Fig. 1: placed standard cells
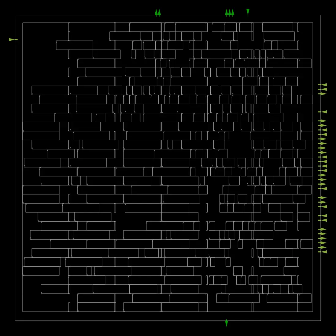
Fig. 2: close-up of the layout
Region (31, 31) to (61, 61) um. Cells in gray, sequential cells in the stronger gray; small squares are vias.
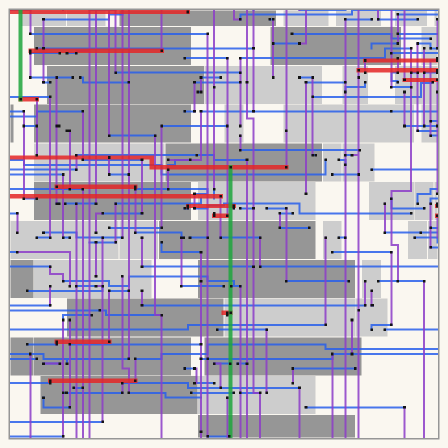
Fig. 3: gate-type map
(4 px per um)
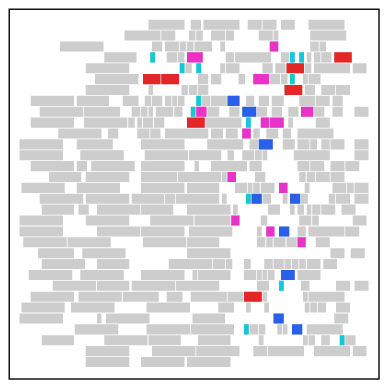
Fig. 4: routed metal per tile
(3 px per um) 18 x 18 tiles, from dark purple (low) to yellow (high), scaled to the fullest tile. Values are wire area over tile area, all layers added.
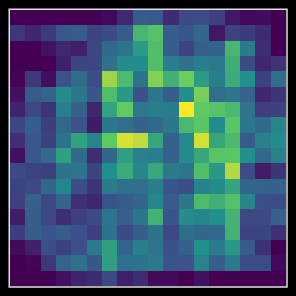
==> config.mk <==
export PLATFORM = sky130hd
export DESIGN_NAME = pc_sequencer
export DESIGN_NICKNAME = d
export VERILOG_FILES = /design/src/rtl/map_pkg.sv /design/src/rtl/return_stack.sv /design/src/rtl/pc_sequencer.sv
export SDC_FILE = /design/constraint.sdc
export NUM_CORES = 1
export LEC_CHECK = 0
export CORE_MARGIN = 2
export CORE_UTILIZATION = 50
export CTS_BUF_LIST = sky130_fd_sc_hd__clkbuf_16
export DETAILED_ROUTE_END_ITERATION = 7
export PLACE_DENSITY_LB_ADDON = 0.15
export SLEW_MARGIN = 20
export SYNTH_ARGS = -nofsm -noshare
export SYNTH_HDL_FRONTEND = slang
export SYNTH_SLANG_ARGS = --single-unit
==> constraint.sdc <==
create_clock -name CLK -period 4.33 [get_ports CLK]
set_clock_uncertainty 0.1 [all_clocks]
set_input_delay 0.866 -clock CLK [delete_from_list [all_inputs] [get_ports CLK]]
set_output_delay 0.866 -clock CLK [all_outputs]
set_load 0.02 [all_outputs]
==> reports/results.ini <==
[clock_tree]
numCtsBuffers = 9
cts_tree = done
root_buffer = clkbuf_16
post_cts_buffers = 0

[status]
outcome = complete, no violations

[layout]
final-clk-cell-share_pct = 6.25
num-clock-buffers = 9
bufAreaShareNonClock_pct = 10.9
largest_register_ffs = 64
layout_top_cells = edfxtp_1 (64), clkdlybuf4s50_1 (38), nand2_1 (22)

[routing]
wl_met1_mm = 4.08
via_count = 2670
drt_iter0_drc = 174
drcViolationCount = 0

[yosys]
yosys.cell_types.count = 55
async_flop_share_pct = 19.0
ff_type = edfxtp_1
ys_warn_count = 0

[power_and_ir_drop]
power_uw = 3200
ir_drop_mv = 0.371

[placement]
place_inst = 429
dp_slack_ns = 0.242

[die]
die_area_um2 = 8480
core-area_um2 = 7610

[global_route]
met1_usage_pct = 32.6
busiest_layer = met2
antenna_found_initial = 0

[sta]
max-slew-margin-rel_pct = 44.2
hold_viol_final = 0
hold_ws_ns = 0.537
tns_ns = 0

[worst_hold_path]
worstHoldPathType = register to register

[setup_path]
worstPathRequired_ns = 3.36

Notes on Fig. 1 above:
fillers: 606
FP Rows: 32

Notes on Fig. 2 above:
- purple: met2
- blue: met1
- red: met3
- green: met4
- cells with their middle in the window: 34
- most frequent: edfxtp_1 (12), mux4_2 (5), nand2_1 (4)
- sequential cells in the window: 13

Notes on Fig. 3 above:
- cyan: inverters (cells 13; most used inv_1)
- red: adder and majority cells (cells 7; most used ha_1)
- magenta: AND and OR gates (cells 13; most used and3_1)
- blue: AND-OR and OR-AND gates (cells 9; most used a21o_1)
Comb area share: 30.7%
Cell Count, Final, Fillers Out: 445
commonest non-fill, non-tap cell in the layout: edfxtp_1

Notes on Fig. 4 above:
- fullest tile: 0.51
- emptiest ninth of the die: upper left
- mean over tiles: 0.17
Total GRT Usage: 22.3%
final wirelength: 8.75 mm

-- worst max-delay path: stages --
cell and delay [ns]:
clkdlybuf4s50_1 0.55, and3b_1 0.22, and3_1 0.30, a311o_1 0.40, a41oi_2 0.19, clkdlybuf4s50_1 0.63
-- power breakdown --
group | total, uW | switching, uW | leakage (uW) | internal [uW]
Clock | 749 | 301 | 0.000145 | 447
Sequential | 1100 | 97.4 | 0.000761 | 1000
Combinational | 1350 | 758 | 0.000793 | 595
Total | 3200 | 1160 | 0.00170 | 2050
-- kinds of logic after synthesis --
logic type               share of synthesized area (%)
adder cells (fa/ha/maj)                           2.26
flip-flops                                        59.2
XOR/XNOR                                          1.58
buffers and inverters                             3.42
multiplexers                                      11.2
AND/OR/NAND/NOR                                   13.3
AND-OR/OR-AND                                     8.97
Power figures rest on the tool's default switching activity, not on a simulated workload.
